Fig. 1: run 1, the metal 1 layer
Drawn at 3 px/um.
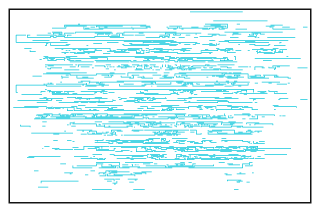
Fig. 2: run 1, register map, names as in the netlist
Drawn at 4 px/um.
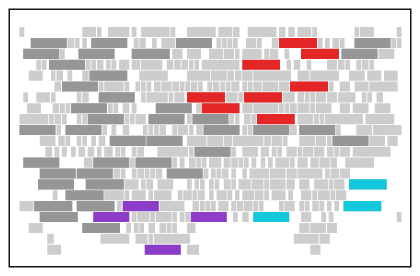
Fig. 3: run 1, a small window of the routed layout
Region (62, 36) to (87, 61) um. Cells in grey, sequential cells in the stronger grey; small squares are vias.
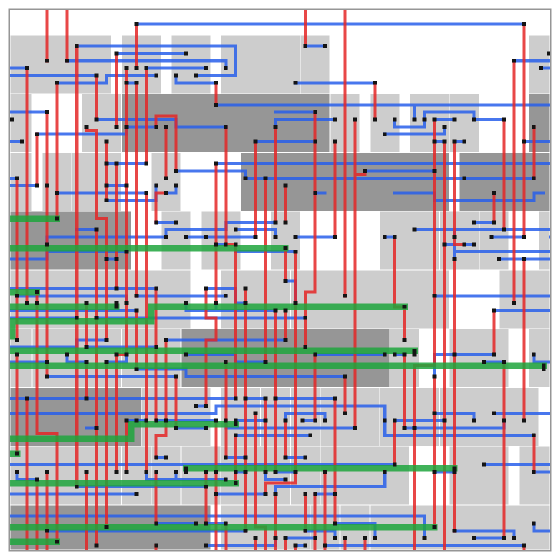
--- src/rtl/i2c_target.sv ---
// I2C target with a 16-bit register interface: address match, byte receive
// with ACK/NACK, byte transmit, level interrupt.
// Ports: Clk, ResetN (async, active low)
//        Addr, DataRd, DataWr, En, Rd, Wr : register bus
//        SdaIn, SclIn : pin levels
//        SdaOut       : open-drain, 1 pulls SDA low
//        IntStatus    : level interrupt
module i2c_target #(
    parameter logic [6:0] OWN_ADDR = 7'h50
) (
    input  logic        Clk,
    input  logic        ResetN,
    input  logic [2:0]  Addr,
    output logic [15:0] DataRd,
    input  logic [15:0] DataWr,
    input  logic        En,
    input  logic        Rd,
    input  logic        Wr,
    input  logic        SdaIn,
    input  logic        SclIn,
    output logic        SdaOut,
    output logic        IntStatus
);

    typedef enum logic [2:0] {
        IDLE,
        ADDR,
        ADDR_ACK,
        RX,
        RX_ACK,
        TX,
        TX_ACK,
        WAIT_STOP
    } stateT;

    stateT state;
    stateT stateNext;

    // Pin synchronizers plus a history flop for edge detection.
    logic sdaS1;
    logic sdaS2;
    logic sdaPrev;
    logic sclS1;
    logic sclS2;
    logic sclPrev;

    logic sclRise;
    logic sclFall;
    logic startEv;
    logic stopEv;

    // Registers and flags.
    logic       rxValid;
    logic       txEmpty;
    logic       busy;
    logic       rxOverrun;
    logic       txUnderrun;
    logic       stopSeen;
    logic       readMode;
    logic       ctrlEnable;
    logic       ctrlIntEn;
    logic [7:0] rxData;
    logic [7:0] txData;

    // Shift datapath.
    logic [7:0] rxShift;
    logic [7:0] txShift;
    logic [3:0] bitCnt;
    logic       cntActive;
    logic       rxActive;

    // Control strobes from the next-state logic.
    logic clrCnt;
    logic loadRx;
    logic setOvr;
    logic loadTx;
    logic addrMatch;
    logic addrMiss;

    // Register bus decode.
    logic wrEn;
    logic rdEn;
    logic wrStatus;
    logic wrTxData;
    logic wrCtrl;
    logic rdRxData;

    logic unusedDataWr;

    assign unusedDataWr = ^DataWr[15:8];

    always_ff @(posedge Clk or negedge ResetN) begin
        if (!ResetN) begin
            sdaS1   <= 1'b1;
            sdaS2   <= 1'b1;
            sdaPrev <= 1'b1;
            sclS1   <= 1'b1;
            sclS2   <= 1'b1;
            sclPrev <= 1'b1;
        end else begin
            sdaS1   <= SdaIn;
            sdaS2   <= sdaS1;
            sdaPrev <= sdaS2;
            sclS1   <= SclIn;
            sclS2   <= sclS1;
            sclPrev <= sclS2;
        end
    end

    assign sclRise = sclS2 & ~sclPrev;
    assign sclFall = ~sclS2 & sclPrev;
    // SCL must be high on both samples so an SCL edge never looks like a
    // bus condition.
    assign startEv = sclS2 & sclPrev & sdaPrev & ~sdaS2;
    assign stopEv  = sclS2 & sclPrev & ~sdaPrev & sdaS2;

    assign wrEn     = En & Wr;
    assign rdEn     = En & Rd;
    assign wrStatus = wrEn & (Addr == 3'd0);
    assign wrTxData = wrEn & (Addr == 3'd2);
    assign wrCtrl   = wrEn & (Addr == 3'd3);
    assign rdRxData = rdEn & (Addr == 3'd1);

    always_ff @(posedge Clk or negedge ResetN) begin
        if (!ResetN) begin
            state <= IDLE;
        end else begin
            state <= stateNext;
        end
    end

    always_comb begin
        stateNext = state;
        clrCnt    = 1'b0;
        loadRx    = 1'b0;
        setOvr    = 1'b0;
        loadTx    = 1'b0;
        addrMatch = 1'b0;
        addrMiss  = 1'b0;
        if (!ctrlEnable) begin
            stateNext = IDLE;
        end else if (stopEv) begin
            stateNext = IDLE;
        end else if (startEv) begin
            stateNext = ADDR;
            clrCnt    = 1'b1;
        end else begin
            unique case (state)
                ADDR: begin
                    if (sclFall && bitCnt == 4'd8) begin
                        clrCnt = 1'b1;
                        if (rxShift[7:1] == OWN_ADDR) begin
                            addrMatch = 1'b1;
                            stateNext = ADDR_ACK;
                        end else begin
                            addrMiss  = 1'b1;
                            stateNext = WAIT_STOP;
                        end
                    end
                end
                ADDR_ACK: begin
                    if (sclFall) begin
                        clrCnt = 1'b1;
                        if (readMode) begin
                            loadTx    = 1'b1;
                            stateNext = TX;
                        end else begin
                            stateNext = RX;
                        end
                    end
                end
                RX: begin
                    if (sclFall && bitCnt == 4'd8) begin
                        clrCnt = 1'b1;
                        if (!rxValid) begin
                            loadRx    = 1'b1;
                            stateNext = RX_ACK;
                        end else begin
                            setOvr    = 1'b1;
                            stateNext = WAIT_STOP;
                        end
                    end
                end
                RX_ACK: begin
                    if (sclFall) begin
                        clrCnt    = 1'b1;
                        stateNext = RX;
                    end
                end
                TX: begin
                    if (sclFall && bitCnt == 4'd8) begin
                        clrCnt    = 1'b1;
                        stateNext = TX_ACK;
                    end
                end
                TX_ACK: begin
                    // The 9th rise comes before the fall that leaves this
                    // state, so reaching the fall means the master ACKed.
                    if (sclRise && sdaS2) begin
                        stateNext = WAIT_STOP;
                    end else if (sclFall) begin
                        clrCnt    = 1'b1;
                        loadTx    = 1'b1;
                        stateNext = TX;
                    end
                end
                default: begin
                    stateNext = state;
                end
            endcase
        end
    end

    assign cntActive = (state == ADDR) | (state == RX) | (state == TX);
    assign rxActive  = (state == ADDR) | (state == RX);

    always_ff @(posedge Clk or negedge ResetN) begin
        if (!ResetN) begin
            bitCnt  <= 4'd0;
            rxShift <= 8'd0;
            txShift <= 8'hFF;
        end else begin
            if (clrCnt) begin
                bitCnt <= 4'd0;
            end else if (sclRise && cntActive && bitCnt != 4'd8) begin
                bitCnt <= bitCnt + 4'd1;
            end
            if (sclRise && rxActive && bitCnt != 4'd8) begin
                rxShift <= {rxShift[6:0], sdaS2};
            end
            if (loadTx) begin
                txShift <= txEmpty ? 8'hFF : txData;
            end else if (sclFall && state == TX && bitCnt != 4'd8) begin
                txShift <= {txShift[6:0], 1'b1};
            end
        end
    end

    // Where a bus write and a hardware event hit the same flag in one cycle,
    // the hardware set takes priority, except TxEmpty where the new TXDATA
    // write leaves it cleared.
    always_ff @(posedge Clk or negedge ResetN) begin
        if (!ResetN) begin
            rxValid    <= 1'b0;
            txEmpty    <= 1'b1;
            busy       <= 1'b0;
            rxOverrun  <= 1'b0;
            txUnderrun <= 1'b0;
            stopSeen   <= 1'b0;
            readMode   <= 1'b0;
            ctrlEnable <= 1'b0;
            ctrlIntEn  <= 1'b0;
            rxData     <= 8'd0;
            txData     <= 8'd0;
        end else begin
            if (loadRx) begin
                rxData  <= rxShift;
                rxValid <= 1'b1;
            end else if (rdRxData) begin
                rxValid <= 1'b0;
            end

            if (wrTxData) begin
                txData <= DataWr[7:0];
            end

            if (wrTxData) begin
                txEmpty <= 1'b0;
            end else if (loadTx) begin
                txEmpty <= 1'b1;
            end

            if (loadTx && txEmpty) begin
                txUnderrun <= 1'b1;
            end else if (wrStatus && DataWr[4]) begin
                txUnderrun <= 1'b0;
            end

            if (setOvr) begin
                rxOverrun <= 1'b1;
            end else if (wrStatus && DataWr[3]) begin
                rxOverrun <= 1'b0;
            end

            if (stopEv && busy) begin
                stopSeen <= 1'b1;
            end else if (wrStatus && DataWr[5]) begin
                stopSeen <= 1'b0;
            end

            if (addrMatch) begin
                busy <= 1'b1;
            end else if (addrMiss || stopEv) begin
                busy <= 1'b0;
            end

            if (addrMatch) begin
                readMode <= rxShift[0];
            end else if (addrMiss) begin
                readMode <= 1'b0;
            end

            if (wrCtrl) begin
                ctrlEnable <= DataWr[0];
                ctrlIntEn  <= DataWr[1];
            end
        end
    end

    always_comb begin
        DataRd = 16'd0;
        unique case (Addr)
            3'd0: DataRd = {9'd0, readMode, stopSeen, txUnderrun,
                            rxOverrun, busy, txEmpty, rxValid};
            3'd1: DataRd = {8'd0, rxData};
            3'd2: DataRd = {8'd0, txData};
            3'd3: DataRd = {14'd0, ctrlIntEn, ctrlEnable};
            default: DataRd = 16'd0;
        endcase
    end

    // Gated by Enable so clearing it releases SDA without waiting a cycle.
    always_comb begin
        SdaOut = 1'b0;
        if (ctrlEnable) begin
            unique case (state)
                ADDR_ACK: SdaOut = 1'b1;
                RX_ACK:   SdaOut = 1'b1;
                TX:       SdaOut = ~txShift[7];
                default:  SdaOut = 1'b0;
            endcase
        end
    end

    assign IntStatus = ctrlIntEn &
                       (rxValid | stopSeen | rxOverrun | txUnderrun);

endmodule

--- config.mk ---
export PLATFORM = sky130hd
export DESIGN_NAME = i2c_target
export DESIGN_NICKNAME = d
export VERILOG_FILES = /design/src/rtl/i2c_target.sv
export SDC_FILE = /design/constraint.sdc
export NUM_CORES = 1
export LEC_CHECK = 0
export ABC_AREA = 1
export ABC_CLOCK_PERIOD_IN_PS = 1760
export CORE_AREA = 2 2 98 62
export CTS_CLUSTER_SIZE = 20
export DETAILED_ROUTE_END_ITERATION = 10
export DIE_AREA = 0 0 100 64
export HOLD_SLACK_MARGIN = 0.03
export PLACE_DENSITY = 0.8
export SETUP_SLACK_MARGIN = 0.1
export SYNTH_ARGS = -nofsm -noshare
export SYNTH_HDL_FRONTEND = slang
export SYNTH_SLANG_ARGS = --single-unit
--- constraint.sdc ---
create_clock -name Clk -period 1.76 [get_ports Clk]
set_input_delay 0.352 -clock Clk [delete_from_list [all_inputs] [get_ports Clk]]
set_output_delay 0.352 -clock Clk [all_outputs]
set_load 0.05 [all_outputs]
==> impl_metrics.json, run 1 <==
{
  "synthMuxAreaShare_pct": 0,
  "final_util_pct": 73.1,
  "fin_crit_sh_pct": 102,
  "path_buffers": 2,
  "cts_tree": "done",
  "ys_cells": 366,
  "min_path_type": "reg -> reg",
  "post-cts-setup-buffer-count": 11,
  "place_area_sq_mm": 0.00344,
  "synth_area_leader_cell": "dfrtp_1",
  "seq-cell-share_pct": 34.4,
  "num_rows": 21,
  "power_frac_comb_pct": 44.2,
  "finalClockSkew_ns": 0.0120,
  "final.min_clock_period_ns": 1.80,
  "cts.sink_count": 54,
  "mostFrequentLayoutCell": "nand2_1",
  "detail-route-antenna-nets": 0,
  "finalHoldViolations": 0,
  "drive_gt1_share_pct": 34.4,
  "placed_cells": 473,
  "dieWidth_um": 100,
  "fillers": 374,
  "crit_slowest_cell": "dfrtp_2",
  "power.total_mw": 4.41,
  "power_leader": "combinational logic",
  "worstHoldEndpoint": "sdaS2$_DFF_PN1_",
  "wl_per_cell_um": 16.8,
  "viasPerCell": 5.57,
  "cp.arrival_ns": 1.44,
  "grt_pass1_wl_um": 13100,
  "register_area_sq_mm": 0.00137,
  "ys_sh_adder_pct": 0.858,
  "swShare_pct": 41.5,
  "top_cells_by_count": "80 x nand2_1, 62 x inv_1, 40 x nor2_1, 39 x dfrtp_1, 24 x nand3_1",
  "async_reset_ff_share_pct": 100,
  "worstPathRequired_ns": 1.41,
  "clockNetworkAreaShare_pct": 2.16,
  "synth_area_sq_mm": 0.00292,
  "holdWs_ns": 0.360,
  "largest_cell_class": "logic gates",
  "comb_area_sq_mm": 0.00147,
  "drv_slew": 0,
  "ctsResizeCount": 49,
  "worstPathCellList": "buf_4 > nand3_4 > nand2_4 > nor2_4 > nor2_4 > buf_6",
  "inverters": 71,
  "flop_cell": "dfrtp_1",
  "n_all_buffers": 70,
  "clk_latency_ns": 0.32,
  "p_leak_nw": 1.96,
  "ys_types": 36,
  "final_cell_mix": "74 x nand2_1, 52 x inv_1, 38 x buf_4, 36 x dfrtp_1, 35 x nor2_1",
  "clk-power_mw": 0.718,
  "max_stage_delay_ns": 0.46,
  "groute.layer.met1.usage_pct": 41.3,
  "finalSetupViolations": 1,
  "xor_share_pct": 0.901,
  "r2r-start": "state[1]$_DFFE_PN0P_",
  "yosys_warnings": 0,
  "route.detailed.drc": 0,
  "finalNonFillerCells": 508,
  "rsz0062_at_grt": "yes",
  "top_logic_kind": "simple AND/OR/NAND/NOR gates",
  "first_global_vias": 2542,
  "nClkBuffers": 6,
  "peakVddDrop_v": 0.000616,
  "cp-startpoint": "state[1]$_DFFE_PN0P_",
  "comb_cell_power_mw": 1.95,
  "cp.depth": 6,
  "synth_area_per_cell_sq_um": 7.97,
  "edf_count": 0,
  "logic_gate_count": 236,
  "max_cap_violations": 0,
  "grt.met3_usage_pct": 7.55,
  "wl_met3_um": 999,
  "die_y_um": 64,
  "hold_depth": 0,
  "yosysChipArea_sq_mm": 0.00292,
  "warnings": 38,
  "violations": "setup timing",
  "grt_max_degree": 38,
  "hpwl_um": 5610,
  "combAreaFraction_pct": 36.7,
  "die_area_sq_mm": 0.00640,
  "gp_congestion": 0.967,
  "switchingPower_mw": 1.83,
  "cts_max_path_buffers": 2,
  "io_pins": 44,
  "route.met2.wl_um": 3720,
  "top_layer": "met4",
  "reg2reg_to": "state[2]$_DFFE_PN0P_",
  "htree_num_levels": 2,
  "busiest_layer": "met1",
  "num_vias": 2828,
  "tap_cells": 69,
  "final_area_sq_mm": 0.00399,
  "synth.most_common_cell": "nand2_1",
  "drt-initial-drc-count": 383,
  "totalWireLength_um": 8550,
  "power-per-cell-area_mw_per_mm2": 1100,
  "cp-end-kind": "primary output",
  "p_seq_share_pct": 39.6,
  "ff2ff_setup_slack_ns": 0.14,
  "crit_path_end": "SdaOut",
  "fmax_mhz": 557,
  "gr-total-overflow": 0,
  "setup_slack_ns": -0.0363,
  "syn_inst": 366,
  "crit_family": "flip-flops",
  "status": "finished with violations",
  "diodes": 0,
  "clkTransAtPathRegs_ns": 0.10,
  "critPathKind": "reg -> out",
  "ys_seq_share_pct": 47.0,
  "synth_flops": 54,
  "synth_simple_gate_area_share_pct": 27.1,
  "reg2regPathDepth": 8,
  "top_cells_by_area": "dfrtp_1 33%, dfstp_2 14%, nand2_1 10%, inv_1 8.0%, nor2_1 5.1%",
  "cp_common_cell": "nor2_4",
  "coreArea_sq_mm": 0.00547,
  "hold_start": "sdaS1$_DFF_PN1_",
  "internal-power_mw": 2.58
}
-- Fig. 1 (at the start) --
The layer holds 43% of the routed length. The wires run mostly horizontal. The longest straight run is 37.7 um. The layer carries 3,650 um of wire.

-- Fig. 2 (at the start) --
Red marks `txShift`, flops 8. Purple marks `bitCnt`, flops 4. Cyan marks `state`, flops 3.
Another 39 sequential cells are not coloured.

-- Fig. 3 (at the start) --
Red marks met2. Blue marks met1. Green marks met3.
Sequential cells in the window: 6. 54 logic cells have their middle in the window. Netlist names of flops here include `txShift` (6).

Fig. 4: run 1, track usage over the die
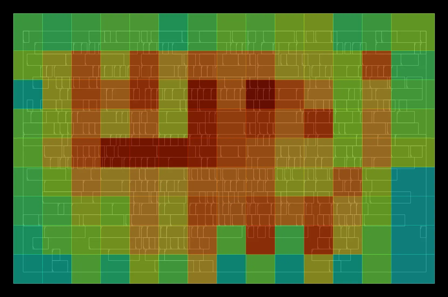

==> run 2: changes to the inputs <==
Settings changed: CELL_PAD_IN_SITES_DETAIL_PLACEMENT from default to 1, CELL_PAD_IN_SITES_GLOBAL_PLACEMENT from default to 1, CORE_AREA 2 2 98 62 to 2 2 114 72, DIE_AREA 0 0 100 64 to 0 0 116 74, PLACE_DENSITY 0.8 to 0.79.
Fig. 5: run 2, track usage over the die
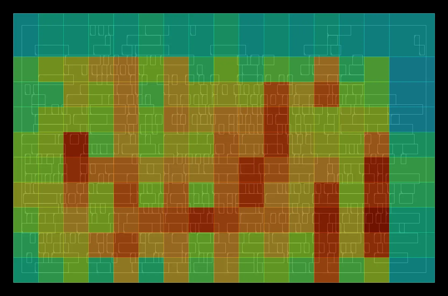
Routed wire per std cell: 17.4 um
M1 GR Usage: 31.6%

==> impl_metrics.json, run 2 <==
{
  "switchingPower_mw": 1.85,
  "clk_latency_ns": 0.29,
  "dieWidth_um": 116,
  "synth_area_per_cell_sq_um": 7.97,
  "htree_num_levels": 2,
  "reg2reg_to": "state[0]$_DFFE_PN0P_",
  "syn_inst": 366,
  "die_area_sq_mm": 0.00858,
  "p_seq_share_pct": 36.6,
  "holdWs_ns": 0.0359,
  "power.total_mw": 4.77,
  "worstPathCellList": "buf_4 > nand3_4 > nand2_4 > nor2_4 > nor2_2 > buf_6",
  "status": "finished clean",
  "synth.most_common_cell": "nand2_1",
  "route.met2.wl_um": 4330,
  "gp_congestion": 0.885,
  "rsz0062_at_grt": "yes",
  "path_buffers": 2,
  "mostFrequentLayoutCell": "nand2_1",
  "final.min_clock_period_ns": 1.69,
  "flop_cell": "dfrtp_1",
  "cp.depth": 6,
  "clk-power_mw": 1.12,
  "finalHoldViolations": 0,
  "coreArea_sq_mm": 0.00757,
  "num_rows": 25,
  "synth_area_leader_cell": "dfrtp_1",
  "wl_met3_um": 517,
  "peakVddDrop_v": 0.000828,
  "final_util_pct": 53.0,
  "ys_sh_adder_pct": 0.858,
  "yosysChipArea_sq_mm": 0.00292,
  "route.detailed.drc": 0,
  "nonClkBufAreaFrac_pct": 16.3,
  "cp.arrival_ns": 1.34,
  "internal-power_mw": 2.92,
  "finalClockSkew_ns": 0.00430,
  "combAreaFraction_pct": 35.3,
  "totalWireLength_um": 9320,
  "crit_slowest_cell": "dfrtp_1",
  "clockNetworkAreaShare_pct": 4.14,
  "ff2ff_setup_slack_ns": 0.19,
  "crit_path_end": "SdaOut",
  "yosys_warnings": 0,
  "swShare_pct": 38.7,
  "fin_crit_sh_pct": 96.0,
  "die_y_um": 74,
  "top_cells_by_count": "80 x nand2_1, 62 x inv_1, 40 x nor2_1, 39 x dfrtp_1, 24 x nand3_1",
  "r2r-start": "sclS2$_DFF_PN1_",
  "ys_seq_share_pct": 47.0,
  "grt_use_total_pct": 23.1,
  "finalSetupViolations": 0,
  "inverters": 71,
  "ctsResizeCount": 43,
  "setup_slack_ns": 0.0712,
  "finalNonFillerCells": 537,
  "synth_simple_gate_area_share_pct": 27.1,
  "num_vias": 2659,
  "viasPerCell": 4.95,
  "clkTransAtPathRegs_ns": 0.07,
  "top_layer": "met4",
  "logic_gate_count": 236,
  "gr-total-overflow": 0,
  "crit_family": "flip-flops",
  "critPathKind": "reg -> out",
  "reg2regPathDepth": 9,
  "post-cts-setup-buffer-count": 12,
  "largest_cell_class": "logic gates",
  "seq-cell-share_pct": 34.2,
  "drv_slew": 0,
  "fmax_mhz": 592,
  "power-per-cell-area_mw_per_mm2": 1190,
  "busiest_layer": "met2",
  "synthMuxAreaShare_pct": 0,
  "yosys.area_share.aoi_pct": 11.2,
  "top_logic_kind": "simple AND/OR/NAND/NOR gates",
  "drt-pass1-iter-count": 4,
  "xor_share_pct": 0.901,
  "final_cell_mix": "72 x nand2_1, 54 x inv_1, 38 x dfrtp_1, 35 x nor2_1, 25 x buf_4",
  "nClkBuffers": 6,
  "ys_types": 36,
  "max_stage_delay_ns": 0.40,
  "n_all_buffers": 60,
  "cts_tree": "done",
  "hpwl_um": 6620,
  "drive_gt1_share_pct": 31.2,
  "worstPathRequired_ns": 1.41,
  "final_area_sq_mm": 0.00402,
  "cts_max_path_buffers": 2,
  "power_leader": "combinational logic",
  "ys_cells": 366,
  "first_global_vias": 2892,
  "register_area_sq_mm": 0.00137,
  "cp-end-kind": "primary output",
  "edf_count": 0,
  "io_pins": 44,
  "tap_cells": 108,
  "synth_flops": 54,
  "cp-startpoint": "state[1]$_DFFE_PN0P_",
  "cts.sink_count": 54,
  "comb_area_sq_mm": 0.00142,
  "min_path_type": "in -> async",
  "fillers": 901,
  "p_leak_nw": 1.94,
  "grt_max_degree": 55,
  "warnings": 38,
  "grt.met3_usage_pct": 6.19,
  "max_cap_violations": 0,
  "power_frac_comb_pct": 39.9,
  "worstPathMaxFanout": 4,
  "drt-initial-drc-count": 135,
  "placed_cells": 512,
  "fp_util_pct": 38.5,
  "grt_pass1_wl_um": 14800,
  "diodes": 0,
  "comb_cell_power_mw": 1.90,
  "place_area_sq_mm": 0.00349,
  "async_reset_ff_share_pct": 100,
  "synth_area_sq_mm": 0.00292,
  "detail-route-antenna-nets": 0,
  "top_cells_by_area": "dfrtp_1 33%, dfstp_2 14%, nand2_1 10%, inv_1 8.0%, nor2_1 5.1%"
}
No activity file was given, so power comes from the tool's default toggle rates.
